==> images/sizing.png <==
Drawn at 4 px/um.
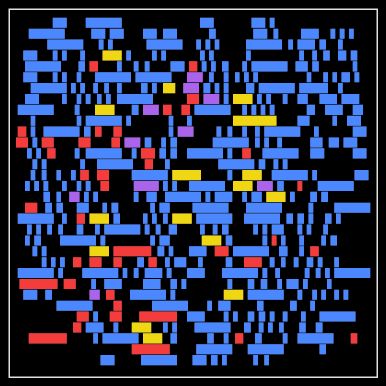
==> images/placed.png <==
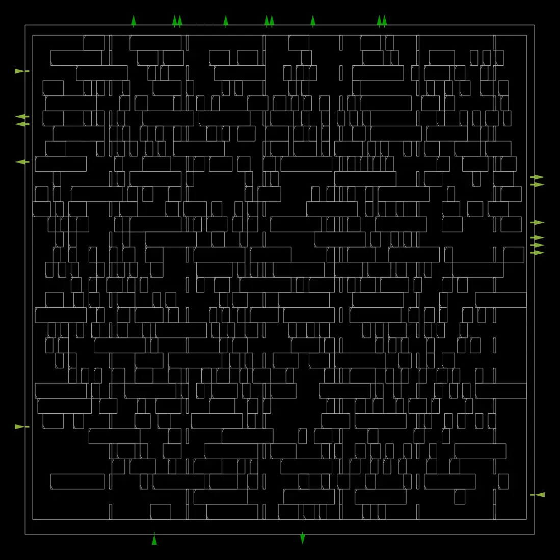
==> images/pinout.png <==
Drawn at 4 px/um. Pins as bars across the die edge, other pins in gray.
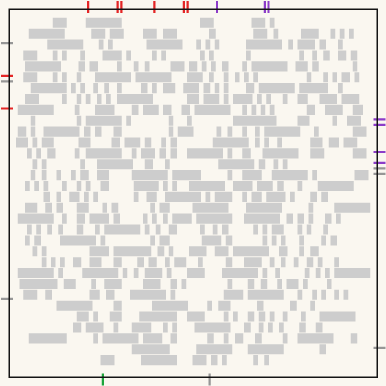
==> images/gates.png <==
Drawn at 4 px/um.
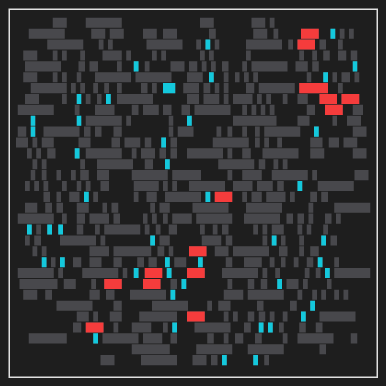
File: src/rtl/ps2_pkg.sv
// ps2_pkg: PS/2 prefix and arrow scan codes, receiver/decoder state encodings, decoded key event type.
package ps2_pkg;
    localparam logic [7:0] PFX_EXT  = 8'hE0;
    localparam logic [7:0] PFX_BRK  = 8'hF0;
    localparam logic [7:0] KEY_UP   = 8'h75;
    localparam logic [7:0] KEY_DOWN = 8'h72;

    typedef enum logic [1:0] {IDLE, DATA, PARITY, STOP} rx_state_t;
    typedef enum logic [1:0] {BASE, EXT, BRK, EXT_BRK} dec_state_t;

    typedef struct packed {
        logic       ext;
        logic       brk;
        logic [7:0] code;
    } key_evt_t;
endpackage

File: src/rtl/ps2_rx_frame.sv
// ps2_rx_frame: synchronizes PS2_CLK/PS2_DATA and receives one 11-bit frame with a watchdog; byte_vld/byte_err
// are combinational on the CLK50 edge that samples the stop bit (or on abort). No backpressure: strobes last one cycle.
module ps2_rx_frame
    import ps2_pkg::*;
#(
    parameter int WDOG_CYCLES = 100000,
    parameter int SYNC_STAGES = 2
) (
    input  logic       CLK50,
    input  logic       RST_N,
    input  logic       PS2_CLK,
    input  logic       PS2_DATA,
    output logic       byte_vld,
    output logic       byte_err,
    output logic [7:0] byte_dat
);
    localparam int WW = $clog2(WDOG_CYCLES + 1);

    logic [SYNC_STAGES-1:0] clk_sync, dat_sync;
    logic                   clk_prev, fall, bit_dat;
    rx_state_t              state, state_nxt;
    logic [2:0]             bit_cnt;
    logic [7:0]             shreg;
    logic                   par_bit, par_ok, abort, stop_smp;
    logic [WW-1:0]          wdog;

    // Idle-high reset values so a released reset never looks like a falling edge.
    always_ff @(posedge CLK50 or negedge RST_N) begin
        if (!RST_N) begin
            clk_sync <= '1;
            dat_sync <= '1;
            clk_prev <= 1'b1;
        end else begin
            clk_sync <= {clk_sync[SYNC_STAGES-2:0], PS2_CLK};
            dat_sync <= {dat_sync[SYNC_STAGES-2:0], PS2_DATA};
            clk_prev <= clk_sync[SYNC_STAGES-1];
        end
    end

    assign fall    = clk_prev & ~clk_sync[SYNC_STAGES-1];
    assign bit_dat = dat_sync[SYNC_STAGES-1];
    assign abort   = (state != IDLE) && (wdog == WW'(WDOG_CYCLES - 1));

    always_ff @(posedge CLK50 or negedge RST_N) begin
        if (!RST_N) state <= IDLE;
        else        state <= state_nxt;
    end

    // Abort wins over a coincident falling edge.
    always_comb begin
        state_nxt = state;
        if (abort) begin
            state_nxt = IDLE;
        end else if (fall) begin
            unique case (state)
                IDLE:    if (!bit_dat) state_nxt = DATA;
                DATA:    if (bit_cnt == 3'd7) state_nxt = PARITY;
                PARITY:  state_nxt = STOP;
                STOP:    state_nxt = IDLE;
                default: state_nxt = IDLE;
            endcase
        end
    end

    always_comb begin
        par_ok   = ^{shreg, par_bit};
        stop_smp = fall && !abort && (state == STOP);
        byte_vld = stop_smp && bit_dat && par_ok;
        byte_err = abort || (stop_smp && !(bit_dat && par_ok));
    end

    always_ff @(posedge CLK50 or negedge RST_N) begin
        if (!RST_N) begin
            bit_cnt <= 3'd0;
            shreg   <= 8'h00;
            par_bit <= 1'b0;
            wdog    <= '0;
        end else begin
            if (state == IDLE) begin
                bit_cnt <= 3'd0;
                wdog    <= '0;
            end else begin
                wdog <= wdog + 1'b1;
            end
            if (fall && !abort) begin
                if (state == DATA) begin
                    shreg   <= {bit_dat, shreg[7:1]};
                    bit_cnt <= bit_cnt + 3'd1;
                end
                if (state == PARITY) par_bit <= bit_dat;
            end
        end
    end

    assign byte_dat = shreg;
endmodule

File: src/rtl/ps2_key_ctrl.sv
// ps2_key_ctrl: PS/2 scan-code decoder (E0/F0 prefixes) driving an arrow-key LED level; optional PS2_TYPEMATIC_FILTER_EN.
// Events register one cycle after the stop-bit sample edge; no backpressure, key_valid/frame_err are single-cycle pulses.
module ps2_key_ctrl
    import ps2_pkg::*;
#(
    parameter int WDOG_CYCLES = 100000,
    parameter int SYNC_STAGES = 2
) (
    input  logic       CLK50,
    input  logic       RST_N,
    input  logic       PS2_CLK,
    input  logic       PS2_DATA,
    output logic       key_valid,
    output logic [7:0] key_code,
    output logic       key_ext,
    output logic       key_break,
    output logic       frame_err,
    output logic [6:0] LED
);
    logic       byte_vld, byte_err;
    logic [7:0] byte_dat;
    dec_state_t dec_state, dec_nxt;
    key_evt_t   evt;
    logic       evt_vld, emit;

    ps2_rx_frame #(
        .WDOG_CYCLES(WDOG_CYCLES),
        .SYNC_STAGES(SYNC_STAGES)
    ) u_rx (
        .CLK50   (CLK50),
        .RST_N   (RST_N),
        .PS2_CLK (PS2_CLK),
        .PS2_DATA(PS2_DATA),
        .byte_vld(byte_vld),
        .byte_err(byte_err),
        .byte_dat(byte_dat)
    );

    always_ff @(posedge CLK50 or negedge RST_N) begin
        if (!RST_N) dec_state <= BASE;
        else        dec_state <= dec_nxt;
    end

    always_comb begin
        dec_nxt = dec_state;
        if (byte_err) begin
            dec_nxt = BASE;
        end else if (byte_vld) begin
            unique case (dec_state)
                BASE:    dec_nxt = (byte_dat == PFX_EXT) ? EXT :
                                   (byte_dat == PFX_BRK) ? BRK : BASE;
                EXT:     dec_nxt = (byte_dat == PFX_BRK) ? EXT_BRK : BASE;
                default: dec_nxt = BASE;
            endcase
        end
    end

    always_comb begin
        evt.ext  = (dec_state == EXT) || (dec_state == EXT_BRK);
        evt.brk  = (dec_state == BRK) || (dec_state == EXT_BRK);
        evt.code = byte_dat;
        evt_vld  = 1'b0;
        if (byte_vld) begin
            unique case (dec_state)
                BASE:    evt_vld = (byte_dat != PFX_EXT) && (byte_dat != PFX_BRK);
                EXT:     evt_vld = (byte_dat != PFX_BRK);
                default: evt_vld = 1'b1;
            endcase
        end
    end

`ifdef PS2_TYPEMATIC_FILTER_EN
    logic       rec_vld, rec_hit;
    logic [8:0] rec_key;

    // A held key repeats its make code; only the first make after a release passes.
    assign rec_hit = rec_vld && (rec_key == {evt.ext, evt.code});
    assign emit    = evt_vld && !(rec_hit && !evt.brk);

    always_ff @(posedge CLK50 or negedge RST_N) begin
        if (!RST_N) begin
            rec_vld <= 1'b0;
            rec_key <= 9'd0;
        end else if (evt_vld) begin
            if (!evt.brk) begin
                rec_vld <= 1'b1;
                rec_key <= {evt.ext, evt.code};
            end else if (rec_hit) begin
                rec_vld <= 1'b0;
            end
        end
    end
`else
    assign emit = evt_vld;
`endif

    always_ff @(posedge CLK50 or negedge RST_N) begin
        if (!RST_N) begin
            key_valid <= 1'b0;
            frame_err <= 1'b0;
            key_code  <= 8'h00;
            key_ext   <= 1'b0;
            key_break <= 1'b0;
            LED       <= 7'd0;
        end else begin
            key_valid <= emit;
            frame_err <= byte_err;
            if (emit) begin
                key_code  <= evt.code;
                key_ext   <= evt.ext;
                key_break <= evt.brk;
                if (evt.ext && !evt.brk) begin
                    if (evt.code == KEY_UP && LED != 7'd127)
                        LED <= LED + 7'd1;
                    else if (evt.code == KEY_DOWN && LED != 7'd0)
                        LED <= LED - 7'd1;
                end
            end
        end
    end
endmodule

File: config.mk
export PLATFORM = sky130hd
export DESIGN_NAME = ps2_key_ctrl
export DESIGN_NICKNAME = d
export VERILOG_FILES = /design/src/rtl/ps2_pkg.sv /design/src/rtl/ps2_rx_frame.sv /design/src/rtl/ps2_key_ctrl.sv
export SDC_FILE = /design/constraint.sdc
export NUM_CORES = 1
export LEC_CHECK = 0
export ABC_AREA = 1
export ABC_CLOCK_PERIOD_IN_PS = 3300
export CELL_PAD_IN_SITES_DETAIL_PLACEMENT = 1
export CELL_PAD_IN_SITES_GLOBAL_PLACEMENT = 1
export CORE_UTILIZATION = 40
export DETAILED_ROUTE_END_ITERATION = 7
export PLACE_DENSITY = 0.7
export SLEW_MARGIN = 10
export SYNTH_ARGS = -nofsm -noshare
export SYNTH_HDL_FRONTEND = slang
export SYNTH_HIERARCHICAL = 1
export SYNTH_SLANG_ARGS = --single-unit
File: constraint.sdc
create_clock -name CLK50 -period 3.3 [get_ports CLK50]
set_clock_uncertainty 0.1 [all_clocks]
set_input_delay 0.66 -clock CLK50 [delete_from_list [all_inputs] [get_ports CLK50]]
set_output_delay 0.66 -clock CLK50 [all_outputs]
set_load 0.005 [all_outputs]
==> run summary <==
fresh numbers from the pnr run: Slew Limit Fails 0, Relative slew margins between 50% and 60%, drt pass-1 iters 4, Synth Seq Share 44.6%, Worst path depth 11, Synth flops 57, Post-synth EDFFs 0, Overflow after GRT 0, Inst Count DP 516, Non-clock buffering overhead 6.15%, overall routing resource usage 20.3%, crit-path cells inv_1 > ha_1 > nor3_1 > nand3_2 > nand3_1 > nor2_1 > nand3_4 > inv_6 > nand2_4 > nand2_1 > nand2_1, Buf+Inv Stages, Crit Path 2, cts hold-fix bufs 0, Critical R2R Launch u_rx/state[0], cell count after synthesis slightly below 400, Slew @ Worst Pin around 640 ps, met2 usage 33.2%, main flop type after synthesis dfrtp_1, outcome finished, final reports clean, largest net degree at the start of global routing 33, tool warnings 30, Nets around 440, M3 GR Usage under 10%, share of layout cells above drive strength 1 16.1%, TritonCTS clock tree yes, Synth top cells by count nand2_1 (119), dfrtp_1 (52), inv_1 (42), met1 Resource Use GR 26.3%, Sinks on Clock Net 57, CP peak stage delay 410 ps, post-CTS sizing 0, top-level I/O count 23, clk ins delay skew pair 340 ps, mi-comb count roughly 290, RSZ-0062 raised after global routing false, Critical Path Start u_rx/state[0], TAP cells 102, Synth area leader dfrtp_1, vias in the first global route between 2k and 3k, Worst R2R End LED[3], first-iteration detailed-routing DRC count 64, f_max ~410 MHz, ys async rst share 100%, routability cong. 0.754, DR vias/cell 4.91, htree depth 3, final wirelength roughly 7400 um, Antenna Cells 0, Biggest Area Class multi-input combinational cells, final hold slack 231 ps, CLK BUF 13, Initial Util 41.6%, placed cell area 3530 sq um, first-pass GRT wire length ~13000 um, post-synth design cell area approximately 3200 sq um, Critical Path Most Common Cell nand2_1, CP arrival around 2600 ps, clk root buf clkbuf_8, fin crit share 74.1%, Final Hold Viols 0, reg2reg path depth 11, CP endpoint LED[3], Non-clk invs around 45, setup tns final 0 ps, Startpoint Class register, Yosys Warn Count 6, kind of critical path reg -> reg, CP max FO 16, worst vdd ir 0.345 mV, max reg flops 17, Worst EP required about 3400 ps, HPWL after DPL 5470 um, Area leader share 40.5%, pre-CTS setup slack roughly 830 ps, clk buf depth 2, Largest Register u_rx/wdog, count of final setup violators 0, routed len/inst 14.0 um, fin crit period 2440 ps, max_cap viols 0, MI comb area 1560 sq um, Mean Syn Cell Area a little over 8 sq um, Area Overhead vs Synth 16.5%, CP max stage cell dfrtp_1, main area contributors dfrtp_1 (41%), nand2_1 (14%), ha_1 (5.1%), Final Worst Setup Slack between 800 and 900 ps, postcts setup bufs 0, busiest grt layer met2, Worst R2R Setup Slack 860 ps
-- sizing.png (at the start) --
Key: purple = x3 and x4 [cells 10, most used nand2_4]; red = x2 [cells 43, most used nand2_2]; blue = x1 and smaller [cells 360, most used nand2_1]; yellow = x6 and larger [cells 16, most used clkbuf_8]
Non-CTS buffers: 24
Layout Cell Area excl Fill: 3740 sq um

-- placed.png (at the start) --
Util after Layout: 48.4%
Seq area share: 38.3%
flip-flops: 57
fin cells: 531

-- pinout.png (at the start) --
Key: red = key_code [pins 8, direction output, edge 6 top, 2 left]; purple = LED [pins 7, direction output, edge 4 right, 3 top]; green = PS2_CLK [pins 1, direction input, edge bottom]
die width: 91.6 um
die height: 91.6 um
Buffers on Ports: 22

-- gates.png (at the start) --
Key: red = fa/ha/maj cells [cells 14]; cyan = inv cells [cells 45, where all over the die]
Comb/total area: 41.8%
most frequent logic cell in the layout: nand2_1

## metal layers
layer / share of wire, % / vias up
met4: 1.7 / 0
met5: 0 / -
met1: 49 / 1268
met3: 2.3 / 9
li1: - / 1306
met2: 47 / 22
## power breakdown
group	switching, mW	internal [mW]	total, mW	leakage, nW
Clock	0.271	0.426	0.697	0.112
Combinational	0.360	0.208	0.569	0.953
Sequential	0.112	0.795	0.907	0.767
## how the worst min path moves through the flow
stage	endpoint	slack, ps	cells past startpoint	start
2_1_floorplan	u_rx/clk_sync[1]	250	0	u_rx/clk_sync[0]
3_3_place_gp	u_rx/clk_sync[1]	250	0	u_rx/clk_sync[0]
3_5_place_dp	u_rx/dat_sync[1]	260	0	u_rx/dat_sync[0]
4_1_cts	u_rx/wdog[12]	250	1	RST_N
5_1_grt	u_rx/dat_sync[1]	270	0	u_rx/dat_sync[0]
6_report	u_rx/wdog[12]	230	1	RST_N
## cells in the final DEF (no fill, tap or decap), types with 2 or more instances in the layout
cell,instances
dfrtp_1,52
ha_1,13
o21ai_2,9
nor2_2,5
a21oi_1,9
nor2_1,39
nand4_1,3
nand3_2,2
inv_1,42
dfstp_2,5
clkdlybuf4s50_1,21
a31oi_1,2
o21ai_1,4
nor2_4,3
nand2_4,4
xor2_1,3
nand2_2,16
nand2_1,119
nor3_1,8
xnor2_1,4
buf_4,2
clkbuf_8,13
inv_2,2
o21ai_0,13
nand3_1,18
## cell families after synthesis
group                    after synthesis  share of synthesized area [%]
AND-OR/OR-AND                         44                           8.61
XOR/XNOR                               7                           1.91
adder cells (fa/ha/maj)               14                           5.69
buffers and inverters                 50                           6.70
flip-flops                            57                           44.6
AND/OR/NAND/NOR                      223                           32.5
Power figures rest on the tool's default switching activity, not on a simulated workload.
